[src/rtl/seg7_display_ctrl_pkg.sv]
// Shared definitions for the memory-mapped 8-digit seven-segment controller:
// register map codes, control bits, segment table and converter states.
package seg7_display_ctrl_pkg;

  typedef enum logic [1:0] {
    ADDR_VAL_LO = 2'b00,
    ADDR_VAL_HI = 2'b01,
    ADDR_CTRL   = 2'b10,
    ADDR_NONE   = 2'b11
  } seg_addr_e;

  localparam int CTRL_DEC    = 0;
  localparam int CTRL_ZBLANK = 1;
  localparam int CTRL_ENABLE = 2;

  typedef struct packed {
    logic enable;
    logic zblank;
    logic dec;
  } ctrl_t;

  localparam ctrl_t CTRL_RESET = '{enable: 1'b1, zblank: 1'b0, dec: 1'b0};

  // Segment g only, already placed in led[7:1] form.
  localparam logic [7:0] SEG_DASH = 8'h02;

  localparam int BCD_SHIFTS = 32;

  typedef enum logic [1:0] {
    BCD_IDLE  = 2'b00,
    BCD_SHIFT = 2'b01,
    BCD_DONE  = 2'b10
  } bcd_state_e;

  // Returns {a,b,c,d,e,f,g,dp} with dp forced low.
  function automatic logic [7:0] seg_encode(input logic [3:0] digit);
    logic [6:0] abcdefg;
    case (digit)
      4'h0: abcdefg = 7'h7E;
      4'h1: abcdefg = 7'h30;
      4'h2: abcdefg = 7'h6D;
      4'h3: abcdefg = 7'h79;
      4'h4: abcdefg = 7'h33;
      4'h5: abcdefg = 7'h5B;
      4'h6: abcdefg = 7'h5F;
      4'h7: abcdefg = 7'h70;
      4'h8: abcdefg = 7'h7F;
      4'h9: abcdefg = 7'h7B;
      4'hA: abcdefg = 7'h77;
      4'hB: abcdefg = 7'h1F;
      4'hC: abcdefg = 7'h4E;
      4'hD: abcdefg = 7'h3D;
      4'hE: abcdefg = 7'h4F;
      default: abcdefg = 7'h47;
    endcase
    return {abcdefg, 1'b0};
  endfunction

endpackage

[src/rtl/seg7_display_ctrl_bin2bcd_seq.sv]
// Iterative double-dabble converter: 32-bit binary to 10 BCD digits in
// 32 shift cycles plus one DONE cycle; start restarts, abort returns to idle.
module seg7_display_ctrl_bin2bcd_seq
  import seg7_display_ctrl_pkg::*;
(
  input  logic        clock,
  input  logic        reset,
  input  logic        start,
  input  logic        abort,
  input  logic [31:0] bin,
  output logic [39:0] bcd,
  output logic        busy,
  output logic        done
);

  bcd_state_e  state_q, state_d;
  logic [31:0] bin_q, bin_d;
  logic [39:0] bcd_q, bcd_d, bcd_adj;
  logic [4:0]  cnt_q, cnt_d;

  // Add-3 correction on every BCD digit that is 5 or more, ahead of the shift.
  for (genvar gi = 0; gi < 10; gi++) begin : g_adj
    assign bcd_adj[4*gi +: 4] = (bcd_q[4*gi +: 4] >= 4'd5) ? bcd_q[4*gi +: 4] + 4'd3
                                                           : bcd_q[4*gi +: 4];
  end

  always_ff @(posedge clock or posedge reset) begin
    if (reset) begin
      state_q <= BCD_IDLE;
    end else begin
      state_q <= state_d;
    end
  end

  always_comb begin
    state_d = state_q;
    if (start) begin
      state_d = BCD_SHIFT;
    end else if (abort) begin
      state_d = BCD_IDLE;
    end else begin
      case (state_q)
        BCD_SHIFT: if (cnt_q == 5'(BCD_SHIFTS - 1)) state_d = BCD_DONE;
        BCD_DONE:  state_d = BCD_IDLE;
        default:   state_d = BCD_IDLE;
      endcase
    end
  end

  always_comb begin
    busy = (state_q == BCD_SHIFT) || (state_q == BCD_DONE);
    done = (state_q == BCD_DONE);
  end

  always_comb begin
    bin_d = bin_q;
    bcd_d = bcd_q;
    cnt_d = cnt_q;
    if (start) begin
      bin_d = bin;
      bcd_d = '0;
      cnt_d = '0;
    end else if (state_q == BCD_SHIFT && !abort) begin
      bin_d = bin_q << 1;
      bcd_d = (bcd_adj << 1) | {39'd0, bin_q[31]};
      cnt_d = cnt_q + 5'd1;
    end
  end

  always_ff @(posedge clock or posedge reset) begin
    if (reset) begin
      bin_q <= '0;
      bcd_q <= '0;
      cnt_q <= '0;
    end else begin
      bin_q <= bin_d;
      bcd_q <= bcd_d;
      cnt_q <= cnt_d;
    end
  end

  assign bcd = bcd_q;

endmodule

[src/rtl/seg7_display_ctrl.sv]
// Memory-mapped 8-digit seven-segment controller: halfword value writes,
// hex or decimal display, zero blanking and a two-group multiplexed scan.
module seg7_display_ctrl
  import seg7_display_ctrl_pkg::*;
#(
  parameter int unsigned SCAN_DIV = 50000
) (
  input  logic        clock,
  input  logic        reset,
  input  logic        segwrite,
  input  logic        segcs,
  input  logic [1:0]  segaddr,
  input  logic [15:0] segwdata,
  output logic        busy,
  output logic [3:0]  ena_r,
  output logic [3:0]  ena_l,
  output logic [7:0]  led_r,
  output logic [7:0]  led_l
);

  localparam int CNT_W = (SCAN_DIV > 2) ? $clog2(SCAN_DIV) : 1;
  localparam logic [CNT_W-1:0] CNT_LAST = CNT_W'(SCAN_DIV - 1);

  ctrl_t             ctrl_q, ctrl_d;
  logic [31:0]       value_q, value_d;
  logic [31:0]       shown_q, shown_d;
  logic              ovf_q, ovf_d;
  logic [CNT_W-1:0]  cnt_q, cnt_d;
  logic [2:0]        idx_q, idx_d;
  logic [3:0]        ena_r_q, ena_r_d, ena_l_q, ena_l_d;
  logic [7:0]        led_r_q, led_r_d, led_l_q, led_l_d;

  logic              wr_en;
  logic              conv_start, conv_abort, conv_busy, conv_done;
  logic [39:0]       conv_bcd;
  logic [7:0]        blank_vec;
  logic [3:0]        digit;
  logic [7:0]        seg;

  assign wr_en = segwrite && segcs && (seg_addr_e'(segaddr) != ADDR_NONE);

  always_comb begin
    value_d = value_q;
    ctrl_d  = ctrl_q;
    if (wr_en) begin
      case (seg_addr_e'(segaddr))
        ADDR_VAL_LO: value_d[15:0]  = segwdata;
        ADDR_VAL_HI: value_d[31:16] = segwdata;
        ADDR_CTRL:   ctrl_d = '{enable: segwdata[CTRL_ENABLE],
                                zblank: segwdata[CTRL_ZBLANK],
                                dec:    segwdata[CTRL_DEC]};
        default: ;
      endcase
    end
  end

  // Every accepted write in decimal mode (re)starts the converter from the new value.
  assign conv_start = wr_en && ctrl_d.dec;
  assign conv_abort = ctrl_q.dec && !ctrl_d.dec;

  seg7_display_ctrl_bin2bcd_seq u_bin2bcd (
    .clock (clock),
    .reset (reset),
    .start (conv_start),
    .abort (conv_abort),
    .bin   (value_d),
    .bcd   (conv_bcd),
    .busy  (conv_busy),
    .done  (conv_done)
  );

  // Shown digits are the display buffer; in decimal mode only a finished,
  // unsuperseded conversion may replace them.
  always_comb begin
    shown_d = shown_q;
    ovf_d   = ovf_q;
    if (!ctrl_d.dec) begin
      shown_d = value_d;
      ovf_d   = 1'b0;
    end else if (conv_done && !conv_start) begin
      shown_d = conv_bcd[31:0];
      ovf_d   = |conv_bcd[39:32];
    end
  end

  always_comb begin
    cnt_d = cnt_q + 1'b1;
    idx_d = idx_q;
    if (cnt_q == CNT_LAST) begin
      cnt_d = '0;
      idx_d = idx_q + 3'd1;
    end
  end

  for (genvar gi = 0; gi < 8; gi++) begin : g_blank
    assign blank_vec[gi] = (gi != 0) && (shown_q[31:4*gi] == '0);
  end

  assign digit = shown_q[{idx_q, 2'b00} +: 4];

  always_comb begin
    if (ovf_q) begin
      seg = SEG_DASH;
    end else if (ctrl_q.zblank && blank_vec[idx_q]) begin
      seg = 8'h00;
    end else begin
      seg = seg_encode(digit);
    end
    ena_r_d = '0;
    ena_l_d = '0;
    led_r_d = '0;
    led_l_d = '0;
    if (ctrl_q.enable) begin
      if (!idx_q[2]) begin
        ena_r_d = 4'b0001 << idx_q[1:0];
        led_r_d = seg;
      end else begin
        ena_l_d = 4'b0001 << idx_q[1:0];
        led_l_d = seg;
      end
    end
  end

  always_ff @(posedge clock or posedge reset) begin
    if (reset) begin
      value_q <= '0;
      ctrl_q  <= CTRL_RESET;
      shown_q <= '0;
      ovf_q   <= 1'b0;
      cnt_q   <= '0;
      idx_q   <= '0;
      ena_r_q <= '0;
      ena_l_q <= '0;
      led_r_q <= '0;
      led_l_q <= '0;
    end else begin
      value_q <= value_d;
      ctrl_q  <= ctrl_d;
      shown_q <= shown_d;
      ovf_q   <= ovf_d;
      cnt_q   <= cnt_d;
      idx_q   <= idx_d;
      ena_r_q <= ena_r_d;
      ena_l_q <= ena_l_d;
      led_r_q <= led_r_d;
      led_l_q <= led_l_d;
    end
  end

  assign busy  = conv_busy;
  assign ena_r = ena_r_q;
  assign ena_l = ena_l_q;
  assign led_r = led_r_q;
  assign led_l = led_l_q;

endmodule

[config.mk]
export PLATFORM = sky130hd
export DESIGN_NAME = seg7_display_ctrl
export DESIGN_NICKNAME = d
export VERILOG_FILES = /design/src/rtl/seg7_display_ctrl_pkg.sv /design/src/rtl/seg7_display_ctrl_bin2bcd_seq.sv /design/src/rtl/seg7_display_ctrl.sv
export SDC_FILE = /design/constraint.sdc
export NUM_CORES = 1
export LEC_CHECK = 0
export CAP_MARGIN = 20
export CORE_AREA = 2 2 131 133
export DETAILED_ROUTE_END_ITERATION = 7
export DIE_AREA = 0 0 133 135
export PLACE_DENSITY = 0.79
export SYNTH_ARGS = -nofsm -noshare
export SYNTH_HDL_FRONTEND = slang
export SYNTH_HIERARCHICAL = 1
export SYNTH_SLANG_ARGS = --single-unit
[constraint.sdc]
create_clock -name clock -period 5 [get_ports clock]
set_input_delay 1 -clock clock [delete_from_list [all_inputs] [get_ports clock]]
set_output_delay 1 -clock clock [all_outputs]
set_load 0.02 [all_outputs]
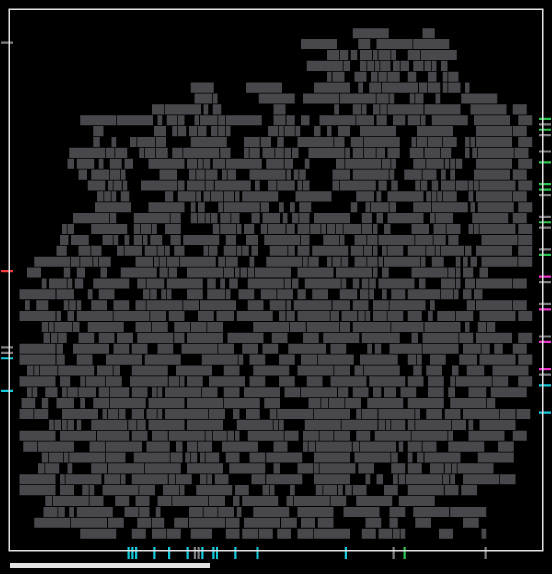
Fig. 1. Pin map (run 1).
The bar under the picture is 50 microns long. Pins as bars across the die edge, other pins in grey.
[green] led_l | pins: 8 | direction: output | edge: 7 right, 1 bottom
[cyan] segwdata | pins: 16 | direction: input | edge: 12 bottom, 2 left, 2 right
[red] busy | pins: 1 | direction: output | edge: left
[magenta] ena_r | pins: 4 | direction: output | edge: right
all pins by edge: 24 right, 17 bottom, 6 left

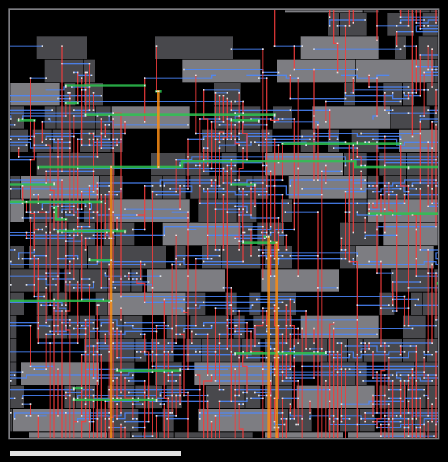
Fig. 2. Zoomed window (run 1).
The bar under the picture is 20 microns long. Region (42, 70) to (92, 120) microns. Cells in grey, sequential cells in the stronger grey; small squares are vias.
[red] M2
[blue] M1
[green] M3
[orange] M4
cells with their middle in the window: 178
sequential cells in the window: 24
most frequent: dfrtp_1 (24), inv_1 (19), nor2b_1 (17)
netlist names of flops here include: u_bin2bcd/bcd (19), cnt_q (4)

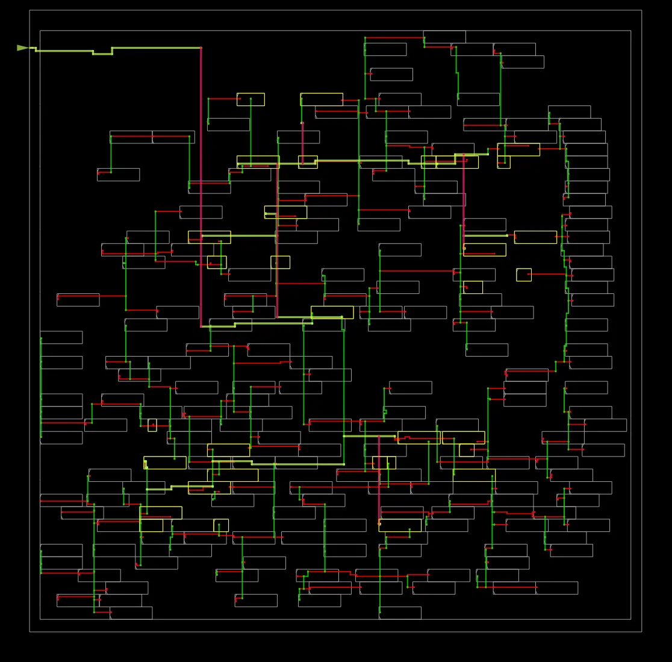
Fig. 3. Clock nets (run 1).
worst-skew pair later-pin latency: 430 ps
clk_skew: 10.66 ps
clock sink total: 188
TritonCTS Buffers: 17

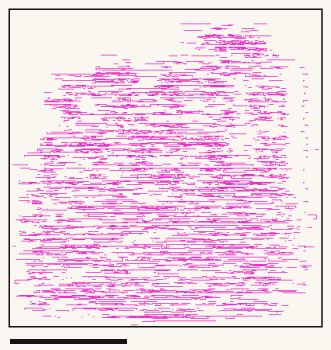
Fig. 4. Met1 routing (run 1).
The bar under the picture is 50 microns long.
longest straight run: 55.2 microns
share of all routed wire: 45%
nets with wire on the layer: 882
main direction: horizontal

run 1: worst max path at each step:
stage | startpoint | endpoint | slack (ps) | cells past startpoint
global placement | segcs | u_bin2bcd/bcd[22]$_DFFE_PP0P_ | 1230 | 9
detailed placement | segwrite | u_bin2bcd/bcd[26]$_DFFE_PP0P_ | 1150 | 9
finish | segwrite | u_bin2bcd/bcd[10]$_DFFE_PP0P_ | 1570 | 9
floorplan | reset | cnt_q[0]$_DFF_PP0_ | 1130 | 1
CTS | segwrite | u_bin2bcd/bcd[10]$_DFFE_PP0P_ | 1590 | 9
global route | segwrite | u_bin2bcd/bcd[19]$_DFFE_PP0P_ | 1370 | 9
run 1: area by class of cell:
cell class / count / area, sq um / area share [%]
Multi-Input combinational cell: 605 / 4710 / 42.62
Sequential cell: 188 / 4706 / 42.59
Clock inverter: 14 / 152.6 / 1.381
Timing Repair Buffer: 57 / 545.5 / 4.937
Clock buffer: 18 / 439.2 / 3.975
Tap cell: 220 / 275.3 / 2.491
Inverter: 58 / 221.5 / 2.004
run 1: per-stage QoR:
stage	hold slack [ps]	power, mW	std cells
6_report	495.4	4.467	1160
5_1_grt	522.8	4.686	1160
4_1_cts	495.8	4.477	1159
3_5_place_dp	486.2	3.133	1127
3_3_place_gp	476.6	3.077	1127
2_1_floorplan	447.9	2.812	896
run 1: cell families after synthesis:
group,count (synthesis),share of synthesized area (%)
buffers and inverters,103,4.975
XOR/XNOR,27,2.399
flip-flops,188,47.73
other,1,0.03803
AND/OR/NAND/NOR,242,12.13
multiplexers,151,18.05
AND-OR/OR-AND,146,9.987
adder cells (fa/ha/maj),37,4.695
run 1: synthesized netlist by cell type (9+ instances only):
cell type	n	area, sq um
sky130_fd_sc_hd__clkbuf_1	11	41.29
sky130_fd_sc_hd__o21ai_0	56	280.3
sky130_fd_sc_hd__o31ai_1	10	75.07
sky130_fd_sc_hd__dfrtp_1	187	4679
sky130_fd_sc_hd__o211ai_1	12	90.09
sky130_fd_sc_hd__mux2_2	99	1115
sky130_fd_sc_hd__nor2_1	42	157.7
sky130_fd_sc_hd__xnor2_1	19	166.4
sky130_fd_sc_hd__nor4_1	9	56.30
sky130_fd_sc_hd__o21a_1	10	75.07
sky130_fd_sc_hd__nand2_1	72	270.3
sky130_fd_sc_hd__mux2i_1	42	420.4
sky130_fd_sc_hd__or3_1	11	68.82
sky130_fd_sc_hd__inv_1	57	214.0
sky130_fd_sc_hd__ha_1	37	462.9
sky130_fd_sc_hd__o2111ai_1	20	175.2
sky130_fd_sc_hd__nand3_1	41	205.2
sky130_fd_sc_hd__nor2b_1	33	206.5
sky130_fd_sc_hd__a21oi_1	18	90.09
sky130_fd_sc_hd__buf_2	21	105.1
run 1: flip-flops by register name, summed over array words and instances, names as in the netlist:
signal	flops
u_bin2bcd/bcd	40
shown_q	32
u_bin2bcd/bin_q	32
value_q	32
cnt_q	16
led_l	7
led_r	7
u_bin2bcd/cnt_q	5
ena_l	4
ena_r	4
ctrl_q	3
idx_q	3
u_bin2bcd/state_q	2
ovf_q	1
run 1: worst max-delay path: cells and delay by family:
kind	cells	cell delay [ps]
AND-OR/OR-AND	1	90
AND/OR/NAND/NOR	6	1800
buffers and inverters	2	810
==> COMMIT_EDITMSG, run 1 <==
Add synthesis and place-and-route results

- The flow ran to the end, and the final reports show no timing, DRC or antenna violations.
* Post-synthesis to final-layout area growth: 12.07%
- Once routing completed, OpenROAD measured the worst setup slack at 1567 ps.
* Number of antenna violations at the first check in global routing: 0
- Cell chain of the critical path: clkdlybuf4s50_1, nand2_1, nor2_1, nand2_1, nor3b_1, nand2b_4, buf_4, or3_1, o211ai_1
* Worst Min Path Start: cnt_q[0]$_DFF_PP0_
* Combinational power: 1.04 mW
* Via count of the first global-routing pass: 6,814
* Number of placement rows: 47
- Yosys reported that registers with async set or reset make up 100.0%.
* Avg Cell Area, Syn: 11.02 sq um
* Top layer in use: met4
* Hold Path Stages: 1
- Most frequently placed logic cells in the final layout: 187 x sky130_fd_sc_hd__dfrtp_1, 99 x sky130_fd_sc_hd__mux2_2, 72 x sky130_fd_sc_hd__nand2_1
- Max stage delay cell, worst path: sky130_fd_sc_hd__nand2b_4
- Routability-driven placement finished with a final weighted congestion of 0.8973.
- For the worst setup path, the data arrival time is 3730 ps.
* Startpoint class of the critical path: input pin
- Per the final layout report, the fraction of cells sized above drive strength 1 comes to 17.98%.
* Area of placed instances: 10,440 sq um
- Violation count after the first detailed-route iteration: 625
- The report lists the power per cell area as 404.3 nW/um^2.
- Per the OpenROAD floorplan log, the width of the die is 133 microns.
- Routed via count: 6,890
- Max VDD drop: 0.2605 mV
- Clock net power: 1.35 mW
* Total of cells resized after clock tree synthesis: 0
* Worst min-delay path category: reg2reg
- In the synthesized netlist, the number of instances is 895.
- Most frequently placed logic cell in the final layout: sky130_fd_sc_hd__dfrtp_1
* Part of the total power dissipated in the clock network: 30.1%
* Met1 wire length: 9579 microns
- The endpoint of the worst hold path is reported as cnt_q[0]$_DFF_PP0_.
- M1 GR Usage: 34.47%
* Number of port buffers: 44
- Most used routing layer: met2
- Number of primary I/O pins: 47
- Flop and latch count out of synthesis: 188
* Count of warnings emitted by yosys: 6
- The synthesized netlist contains 53 unique library cells.
- For this run, global-route usage on met3 was measured as 4.617%.
- Yosys cell count: 895
- Among all stages on the critical path, the maximum delay recorded is 690 ps.
- Post-placement setup slack: 1147 ps
* Cell count of the worst reg-to-reg path: 8
* Fmax achieved: 0.2913 GHz
- Endpoint class of the critical path: flip-flop
* Hold-fix buffers at CTS: 0
- Required time of the worst setup path: 5300 ps
* Net switching component of the power: 1.369 mW
* Reg-to-reg setup timing slack: 1980 ps
* Placed wire-length estimate after detailed placement: 14,600 microns
- Static Leak: 4.779 nW
- Detailed-router iteration count before antenna repair: 8
- Yosys stat chip area: 9859 sq um
- TritonCTS clock tree: yes
- Final #Nets: 986
* Area of the core: 16,410 sq um
- The repair_antennas step left the layout with diodes totalling 0.
- Global-route wire length before repair: 35,260 microns
- The clock period could shrink to 3433 ps.
- Combinational group share of total power: 23.4%
* GRT Overall Usage: 25.13%
- The worst setup path is of the in2reg kind.
* Total of max-cap violations: 0
- From bottom edge to top edge, the die measures 135 microns.
* Routed WL: 21,270 microns
* Clock Tree Buf Depth: 2
* Portion of the clock cycle consumed by the worst path in the final layout: 68.66%
- Filler cell count in the final layout: 1,181
- Sequential power share: 46.5%
* Pins over their slew limit: 0
- In the power breakdown, the internal column shows 3.098 mW.
- TritonRoute output was used to compute an average wire per cell of 18.34 microns.
* Number of vias per cell after detailed routing: 5.940
- Largest net degree at the start of global routing: 112
* GR Util met2: 40.53%
* Finished Cell Area: 11,050 sq um
* Hold Fails Final Rpt: 0
* Die area: 17,960 sq um
- Post-synthesis cell area: 9859 sq um
- After detailed routing, the met2 layer carries 10,220 microns of wire.
- Clock-pin slew of the registers on the worst-case setup and hold paths: 70 ps
- Met3 WL post-DR: 1039 microns
- In this run, synthesis inferred 0 flip-flops with an integrated enable.
* Power drawn by the sequential cells: 2.08 mW
- Looking at the max-slew report, the worst-margin pin has a slew of 1026 ps.
- Max fanout on the critical path was recorded as 50.
- After detailed routing, the number of remaining DRC violations is 0.
* Crit Reg-Reg Startpoint: idx_q[1]$_DFFE_PP0N_
* Worst path most repeated cell: sky130_fd_sc_hd__nand2_1
* Starting density of the core: 60.09%
* Setup-failing EPs final: 0
- RSZ-0062 raised after global routing: false
- Finished Core Util: 67.35%
* Relative slew slack: 31.59%
- Dominant flop cell: sky130_fd_sc_hd__dfrtp_1
- The largest part of the power goes to sequential cells.
- Per the breakdown, switching nets consume 30.65% of all power.
- After synthesis, flip-flops and latches occupy 47.73% of the total area.
- Setup TNS: 0 ps
- Clock tree root buffer cell: sky130_fd_sc_hd__clkbuf_16
- Tool warnings: 48
* Number of nets with antenna violations after detailed routing: 0
* H-Tree Level Count: 4
- Post-CTS repair timing setup buffer count: 0
- Destination of the worst register-to-register timing path: led_l[7]$_DFF_PP0_
- Total grt overflow: 0
## Run 2: what changed since run 1
==> constraint.sdc (replaced) <==
create_clock -name clock -period 3.2 [get_ports clock]
set_input_delay 0.64 -clock clock [delete_from_list [all_inputs] [get_ports clock]]
set_output_delay 0.64 -clock clock [all_outputs]
set_load 0.02 [all_outputs]
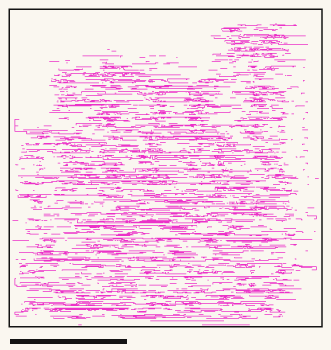
Fig. 5. Met1 routing (run 2).
The bar under the picture is 50 microns long.
main direction: horizontal
nets with wire on the layer: 899
longest straight run: 52.4 microns

==> run 2 against run 1 <==
Worst hold slack got worse by 8.5 ps. Clock power up 69%. Critical path depth fell by 2. Largest power group unchanged. Clock skew grew 1.7 ps. Core utilization up 1.1 points. Largest cell class unchanged. Power is 62% higher. Register-to-register slack worse by 1500 ps. Sequential share of layout area is 0.70 points lower.
==> COMMIT_EDITMSG, run 2 <==
Add synthesis and place-and-route results

- The flow ran to the end, and the final reports show no timing, DRC or antenna violations.
* Clk_skew: 12.41 ps (+1.750 ps)
- PD cells: 642.8 nW/um^2 (+59%)
- Post-CTS repair timing setup buffer count: 0 (unchanged)
- Hold Fails Final Rpt: 0 (unchanged)
* Termination of the worst setup path: led_l[4]$_DFF_PP0_
- Sorting the Yosys area breakdown by cell type puts at the top sky130_fd_sc_hd__dfrtp_1.
- The count of final setup violators came to 0 (unchanged).
- Tool warnings: 46 (-4.2%)
- Proportion of synthesized chip area in sequential cells: 47.73% (unchanged)
- The flip-flop count of the largest register, all copies and words added is 40 (unchanged).
- The placed cell count is 1,136 (+0.80%).
- Post-route period utilization is reported as 83.89%.
- The minimum setup slack after placement was 142.5 ps (-1004 ps).
- The post-cts gate resize count is 0 (unchanged).
- Worst Path Class, Setup: reg2reg
- The hold-fix buffer count after cts came to 0 (unchanged).
* Max stage delay cell, worst path: sky130_fd_sc_hd__dfrtp_1
- Most frequently placed logic cells in the final layout: 187 x sky130_fd_sc_hd__dfrtp_1, 99 x sky130_fd_sc_hd__mux2_2, 72 x sky130_fd_sc_hd__nand2_1
* Height of the die: 135 microns (unchanged)
- The internal power component came to 5.026 mW (+62%).
- The total wirelength of the detailed-routed design was 21,550 microns (+1.3%).
* Number of placement rows: 47 (unchanged)
- Reg-to-reg setup timing slack: 520 ps (-1460 ps)
- The smallest setup slack after layout was 515.5 ps (-1051 ps).
- The data arrival time of the critical path is 3000 ps (-730 ps).
* Net switching component of the power: 2.195 mW (+60%)
* Post-synth tally of flip-flops with integrated enable: 0 (unchanged)
* Total grt overflow: 0 (unchanged)
- STA lists the startpoint of the worst hold path as cnt_q[0]$_DFF_PP0_.
- The max-cap violation count was 0 (unchanged).
- Worst path most repeated cell: sky130_fd_sc_hd__mux2i_1
* Post-synthesis to final-layout area growth: 13.95%
* Part of the total power dissipated in the clock network: 31.6% (+1.5 points)
- The path class of the tightest hold or removal check is reg2reg.
- Fmax achieved: 0.3725 GHz
- The share of Yosys cell area claimed by the top area cell type is 47.46% (unchanged).
- The Yosys chip area was 9859 sq um (unchanged).
* Worst Max-Slew Pin Slew: 739.0 ps (-287.2 ps)
- Per the timing report, the most critical flop-to-flop path originates at idx_q[1]$_DFFE_PP0N_.
- The count of cells along the worst register-to-register path was 7 (-1).
* Number of cells in the finished layout apart from fillers: 1,168 (+0.69%)
- Clock-pin slew of the registers on the worst-case setup and hold paths: 70 ps (about the same)
* Startpoint of the most critical setup path: idx_q[1]$_DFFE_PP0N_
* Avg Cell Area, Syn: 11.02 sq um (unchanged)
- Violation count after the first detailed-route iteration: 448 (-28%)
* Top-count cell post-synth: sky130_fd_sc_hd__dfrtp_1
- Gp weighted congestion: 0.9346 (+4.2%)
* Worst-skew pair later-pin latency: 440 ps (about the same)
- Ranked by instance count, the synthesized netlist is headed by 187 x sky130_fd_sc_hd__dfrtp_1, 99 x sky130_fd_sc_hd__mux2_2, 72 x sky130_fd_sc_hd__nand2_1.
- Residual DRC count: 0 (unchanged)
- The maximum root-to-sink buffer count was 2 (unchanged).
* Starting density of the core: 60.09% (unchanged)
- Tightest hold margin: 486.9 ps (-8.459 ps)
- The number of max-slew violations in the final report is 0 (unchanged).
- The total global-route track usage came to 26.13% (+1.0 points).
* Number of antenna violations at the first check in global routing: 0 (unchanged)
- Global-route wire length before repair: 36,510 microns (+3.5%)
- RSZ-0062 raised after global routing: false
* Detailed-router iteration count before antenna repair: 5 (-3)
- Yosys cell count: 895 (unchanged)
- The number of inserted filler cells in the final layout came to 1,192 (+0.93%).
* TritonCTS Buffers: 17 (unchanged)
- Distinct lib cells used: 53 (unchanged)
- The number of H-tree branching levels came to 4 (unchanged).
* Post-Syn Instances: 895 (unchanged)
- Share of synthesized registers carrying an async set or reset: 100.0% (unchanged)
- Routed via count: 6,937 (+0.68%)
* Count of warnings emitted by yosys: 6 (unchanged)
* Placed wire-length estimate after detailed placement: 15,090 microns (+3.3%)
- Sequential power share: 45.2% (-1.3 points)
- Leaving out fill and tap cells, the most frequent cell in the layout is sky130_fd_sc_hd__dfrtp_1.
* Top layer in use: met4
* Post-synthesis cell area: 9859 sq um (unchanged)
* Dominant flop cell: sky130_fd_sc_hd__dfrtp_1
- After synthesis, the cell types taking the most area are sky130_fd_sc_hd__dfrtp_1 47%, sky130_fd_sc_hd__mux2_2 11%, sky130_fd_sc_hd__ha_1 4.7%.
- The maximum fanout encountered on the critical timing path was 13 (-74%).
* Static Leak: 4.862 nW (+1.8%)
* Clock tree root buffer cell: sky130_fd_sc_hd__clkbuf_16
==> run 2: cell count changes in the layout (fill, tap and decap cells not counted), moves of 2 or more <==
cell,before,now
sky130_fd_sc_hd__buf_4,12,15
sky130_fd_sc_hd__bufinv_16,1,3
sky130_fd_sc_hd__inv_6,1,3
sky130_fd_sc_hd__clkinv_4,4,0
sky130_fd_sc_hd__buf_12,0,6
sky130_fd_sc_hd__clkinv_8,1,3
==> run 2: metrics by stage <==
step / instance area, sq um / util (%)
after floorplan: 9867 / -
after global placement: 10590 / 64.52
after detailed placement: 10590 / 64.52
after CTS: 11230 / 68.47
after global routing: 11230 / 68.47
final: 11230 / 68.47
==> run 2: cell families (layout without fill, tap and decap cells) <==
family	after synthesis	after routing	synth area share, %
simple gates	242	242	12.13
flops	188	188	47.73
fa+ha+maj	37	37	4.695
mux	151	151	18.05
buf+inv	103	155	4.975
other cells	1	2	0.03803
compound gates	146	146	9.987
xor+xnor	27	27	2.399
==> run 2: how the worst min path moves through the flow <==
stage | to | slack (ps) | cells after the start
floorplan | cnt_q[0]$_DFF_PP0_ | 450 | 1
global placement | cnt_q[0]$_DFF_PP0_ | 480 | 1
detailed placement | cnt_q[0]$_DFF_PP0_ | 480 | 1
CTS | cnt_q[0]$_DFF_PP0_ | 490 | 1
global route | cnt_q[0]$_DFF_PP0_ | 520 | 1
finish | cnt_q[0]$_DFF_PP0_ | 490 | 1
==> run 2: area by class of cell <==
type / count / area (sq um) / share of cell area [%]
well taps: 220 / 275.3 / 2.450
clock inverters: 15 / 222.7 / 1.982
clock buffers: 17 / 425.4 / 3.787
multi-input cells: 605 / 4710 / 41.92
repair buffers: 65 / 673.1 / 5.992
inverters: 58 / 222.7 / 1.982
flip-flops and latches: 188 / 4706 / 41.89
==> run 2: critical path, delay by kind of cell, from the launching register on <==
kind | cells | cell delay (ps)
muxes | 4 | 1320
DFF | 1 | 700
and+or+nand+nor | 1 | 90
buffers and inverters | 1 | 190
adders and majority gates | 1 | 250
==> run 2: power groups by stage <==
stage / sequential [mW] / clock [mW] / combinational (mW)
CTS: 3.25 / 2.32 / 1.68
floorplan: 3.18 / 0 / 1.22
global route: 3.32 / 2.43 / 1.84
detailed placement: 3.28 / 0 / 1.65
global placement: 3.26 / 0 / 1.60
finish: 3.27 / 2.28 / 1.67
==> run 2: per-layer routing <==
layer  GRT usage [%]  vias up
li1                -     3239
met1           34.98     3438
met2           42.37      211
met3           4.992       49
met4           10.63        0
met5               0        -
## Run 3: what changed since run 2
==> constraint.sdc (replaced) <==
create_clock -name clock -period 2.7 [get_ports clock]
set_input_delay 0.54 -clock clock [delete_from_list [all_inputs] [get_ports clock]]
set_output_delay 0.54 -clock clock [all_outputs]
set_load 0.02 [all_outputs]
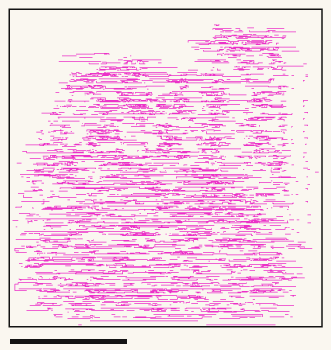
Fig. 6. Met1 routing (run 3).
The bar under the picture is 50 microns long.
share of all routed wire: 44%
longest straight run: 54.7 microns
wire length on this layer: 9,700 microns
nets with wire on the layer: 897

==> run 3 against run 2 <==
Core utilization increased by 0.31 points. Area after synthesis unchanged. Power increased by 18%. Cell area increased by 0.46%. Non-clock buffer count increased by 8. Critical endpoint is now led_l[7]$_DFF_PP0_. Largest power group unchanged.
==> COMMIT_EDITMSG, run 3 <==
Add synthesis and place-and-route results

- The flip-flop count of the largest register, all copies and words added came to 40 (unchanged).
- The final number of hold-violating endpoints was 0 (unchanged).
- By instance count, the leading cell after synthesis is sky130_fd_sc_hd__dfrtp_1.
* Area of the core: 16,410 sq um
- Diode count: 0
- The final weighted congestion in routability-driven placement is 0.8823 (-5.6%).
* TritonCTS Buffers: 17 (unchanged)
* Setup TNS: 0 ps
- Detailed-router iteration count before antenna repair: 5 (unchanged)
- The post-synthesis async set-or-reset flop share is 100.0% (unchanged).
- The number of max-slew violations in the final report came to 0 (unchanged).
- The footprint of the flip-flops and latches was 4707 sq um (about the same).
* Proportion of synthesized chip area in sequential cells: 47.73% (unchanged)
- Number of antenna violations at the first check in global routing: 0 (unchanged)
- Residual DRC count: 0 (unchanged)
* Worst Path Class, Setup: reg2reg
* Via count of the first global-routing pass: 6,858
- Number of nets with antenna violations after detailed routing: 0
- Once synthesis finished, the tally of register bits stood at 188.
- Required time of the worst setup path: 3060 ps
* Simple share: 12.13% (unchanged)
* Total of cells resized after clock tree synthesis: 0 (unchanged)
* Clk_skew: 9.378 ps (-3.027 ps)
* Endpoint class of the critical path: flip-flop
- Violation count after the first detailed-route iteration: 592 (+32%)
- The leakage power summed over all cells came to 4.893 nW (+0.62%).
* Ao+oa area frac: 9.987% (unchanged)
* Portion of the clock cycle consumed by the worst path in the final layout: 92.59% (+8.7 points)
- Post-CTS repair timing setup buffer count: 0 (unchanged)
- For the finished layout, the period the worst path requires is 2500 ps.
- The script logs the ratio of routed vias to standard cells as 5.937.
- Post-Synth XOR/XNOR Area: 2.398% (unchanged)
- Total grt overflow: 0 (unchanged)
* Share of final-layout standard cells stronger than drive strength 1: 19.46%
- PD cells: 753.9 nW/um^2 (+17%)
- Worst-skew pair later-pin latency: 440 ps (about the same)
- The adder and majority gate portion of the synthesized area is 4.695% (unchanged).
- Clock tree root buffer cell: sky130_fd_sc_hd__clkbuf_16
- Clock sink total: 188
* Starting density of the core: 60.09% (unchanged)
- Clock Tree Buf Depth: 2 (unchanged)
- The cell area after synthesis is 9859 sq um (unchanged).
- The worst VDD IR drop from the latest analysis is 0.5476 mV.
- The number of inserted filler cells in the final layout was 1,162 (-2.5%).
- Most frequently placed logic cell in the final layout: sky130_fd_sc_hd__dfrtp_1
* Multiplexer share of the synthesized area: 18.05% (unchanged)
* Avg Cell Area, Syn: 11.02 sq um (unchanged)
* GRT Overall Usage: 26.27% (+0.14 points)
- The count of yosys warnings during synthesis was 6 (unchanged).
- The vertical extent of the die came to 135 microns (unchanged).
- Main logic family after synthesis: multiplexers
* Post-synth area hogs: sky130_fd_sc_hd__dfrtp_1 47%, sky130_fd_sc_hd__mux2_2 11%, sky130_fd_sc_hd__ha_1 4.7%
* Routed WL: 22,060 microns (+2.4%)
* Number of primary I/O pins: 47
- The count of cells along the worst register-to-register path came to 9 (+2).
* Most frequently placed logic cells in the final layout: 186 x sky130_fd_sc_hd__dfrtp_1, 99 x sky130_fd_sc_hd__mux2_2, 72 x sky130_fd_sc_hd__nand2_1
- RSZ-0062 raised after global routing: false
* Number of placement rows: 47 (unchanged)
- Fmax achieved: 0.4000 GHz (+7.4%)
- The routed design shows a wire length per standard cell of 18.76 microns.
- Worst min-delay path category: reg2reg
* H-Tree Level Count: 4 (unchanged)
* Logic cell area: 4710 sq um (unchanged)
* TritonCTS clock tree: yes
- The number of distinct library cells after synthesis is 53 (unchanged).
- Relative slew slack: 58.23%
* Largest net degree at the start of global routing: 110
- The number of vias in the routed layout was 6,982 (+0.65%).
- The clock slew seen by the registers of the worst setup and hold paths came to 70 ps (about the same).
- The core occupancy in the finished layout came to 68.79% (+0.31 points).
- Per the placement log, port buffering inserted 44 buffers.
- Floorplan die width: 133 microns
- The half-perimeter wire length after detailed placement was 15,450 microns (+2.4%).
- Hold Path Stages: 1 (unchanged)
- The tally of non-filler cells in the final layout is 1,176 (+0.68%).
- The post-synthesis cell count from yosys was 895 (unchanged).
- Dominant cell area share: 47.46% (unchanged)
- The number of flops mapped to enable cells by yosys came to 0 (unchanged).
- The data arrival time of the critical path was 2860 ps (-140 ps).
* DP Cell Count: 1,144 (+0.70%)
- According to the finish report, the design has a final net count of 1,002.
- The flow ran to the end, and the final reports show no timing, DRC or antenna violations.
- The max-cap violation count is 0 (unchanged).
* Tool warnings: 48 (+4.3%)
* Global-route wire length before repair: 36,420 microns (-0.24%)
- Biggest area consumer among synthesized cells: sky130_fd_sc_hd__dfrtp_1
- The Yosys chip area is 9859 sq um (unchanged).
- Post-Syn Instances: 895 (unchanged)
- The slew at the pin closest to its max-slew limit came to 626.5 ps (-112.5 ps).
- Post-synthesis to final-layout area growth: 14.47%
* Setup-failing EPs final: 0 (unchanged)
- The maximum fanout encountered on the critical timing path came to 9 (-4).
- Looking at the cell usage after synthesis, the top flip-flop cell is sky130_fd_sc_hd__dfrtp_1.
- The commonest cells after synthesis are 187 x sky130_fd_sc_hd__dfrtp_1, 99 x sky130_fd_sc_hd__mux2_2, 72 x sky130_fd_sc_hd__nand2_1.
* Startpoint class of the critical path: flip-flop
- The chip occupies 17,960 sq um.
* Hold-fix buffers at CTS: 0 (unchanged)
-- run 3: cell count changes in the layout (fill, tap and decap cells not counted) --
cell                         change
sky130_fd_sc_hd__clkinvlp_4      +2
sky130_fd_sc_hd__buf_4           +7
sky130_fd_sc_hd__dfrtp_2         +1
sky130_fd_sc_hd__inv_6           +1
sky130_fd_sc_hd__bufinv_16       -1
sky130_fd_sc_hd__buf_12          +1
sky130_fd_sc_hd__dfrtp_1         -1
sky130_fd_sc_hd__inv_8           -1
sky130_fd_sc_hd__clkinv_2        -1
-- run 3: worst max-delay path, cell delays in order (launching register included) --
cell and delay [ps]:
sky130_fd_sc_hd__dfrtp_2 540, sky130_fd_sc_hd__mux4_1 650, sky130_fd_sc_hd__mux2i_1 210, sky130_fd_sc_hd__buf_4 190, sky130_fd_sc_hd__inv_1 70, sky130_fd_sc_hd__ha_1 230
sky130_fd_sc_hd__inv_1 130, sky130_fd_sc_hd__nor3b_2 60, sky130_fd_sc_hd__a221o_1 280, sky130_fd_sc_hd__nor2_1 80
-- run 3: per-layer routing --
layer | global-route usage, % | wire [microns] | part of all wire, % | vias up
met4 | 9.916 | 600 | 2.7 | 0
met2 | 43.03 | 10800 | 49 | 211
li1 | - | - | - | 3249
met5 | 0 | 0 | 0 | -
met3 | 3.941 | 957 | 4.3 | 51
met1 | 35.84 | 9702 | 44 | 3471
-- run 3: kinds of logic (layout without fill, tap and decap cells) --
family                     count (synthesis)  count (layout)
adders and majority gates                 37              37
DFF                                      188             188
xor gates and xnor gates                  27              27
buffers and inverters                    103             163
other                                      1               2
and+or+nand+nor                          242             242
muxes                                    151             151
AOI/OAI and AO/OA                        146             146
-- run 3: where the power goes --
group	switching (mW)	leakage, nW	internal, mW	total [mW]
sequential	0.437	2.42	3.43	3.86
clock	1.19	0.295	1.42	2.61
combinational	0.999	2.18	1.03	2.03
total	2.63	4.89	5.88	8.51
-- run 3: stage by stage --
| stage | total power [mW] | setup WS, ps | instance area [sq um] | hold WS, ps |
|---|---|---|---|---|
| final | 8.508 | 200.0 | 11290 | 489.8 |
| after global routing | 8.923 | 73.98 | 11290 | 515.4 |
| after CTS | 8.531 | 65.51 | 11280 | 488.4 |
| after detailed placement | 5.890 | 52.67 | 10660 | 479.6 |
| after global placement | 5.782 | 147.2 | 10660 | 472.3 |
| after floorplan | 5.208 | 136.6 | 9867 | 447.9 |
-- run 3: path summary, 6_finish.rpt --
path	start	slack, ps	end
setup / recovery	idx_q[1]$_DFFE_PP0N_	200	led_l[7]$_DFF_PP0_
hold / removal	cnt_q[0]$_DFF_PP0_	490	cnt_q[0]$_DFF_PP0_
setup reg to reg	idx_q[1]$_DFFE_PP0N_	200	led_l[7]$_DFF_PP0_
hold reg to reg	cnt_q[0]$_DFF_PP0_	490	cnt_q[0]$_DFF_PP0_
max in group asynchronous	reset	1550	idx_q[1]$_DFFE_PP0N_
min in group asynchronous	reset	570	u_bin2bcd/bin_q[28]$_DFFE_PP0P_
-- run 3: layout make-up --
class,count,share of cell area [%]
multi-input combinational,605,41.73
sequential,188,41.71
timing repair buffer,73,6.608
clock buffer,17,3.769
tap,220,2.439
inverter,58,1.973
clock inverter,15,1.774
Power figures rest on the tool's default switching activity, not on a simulated workload.
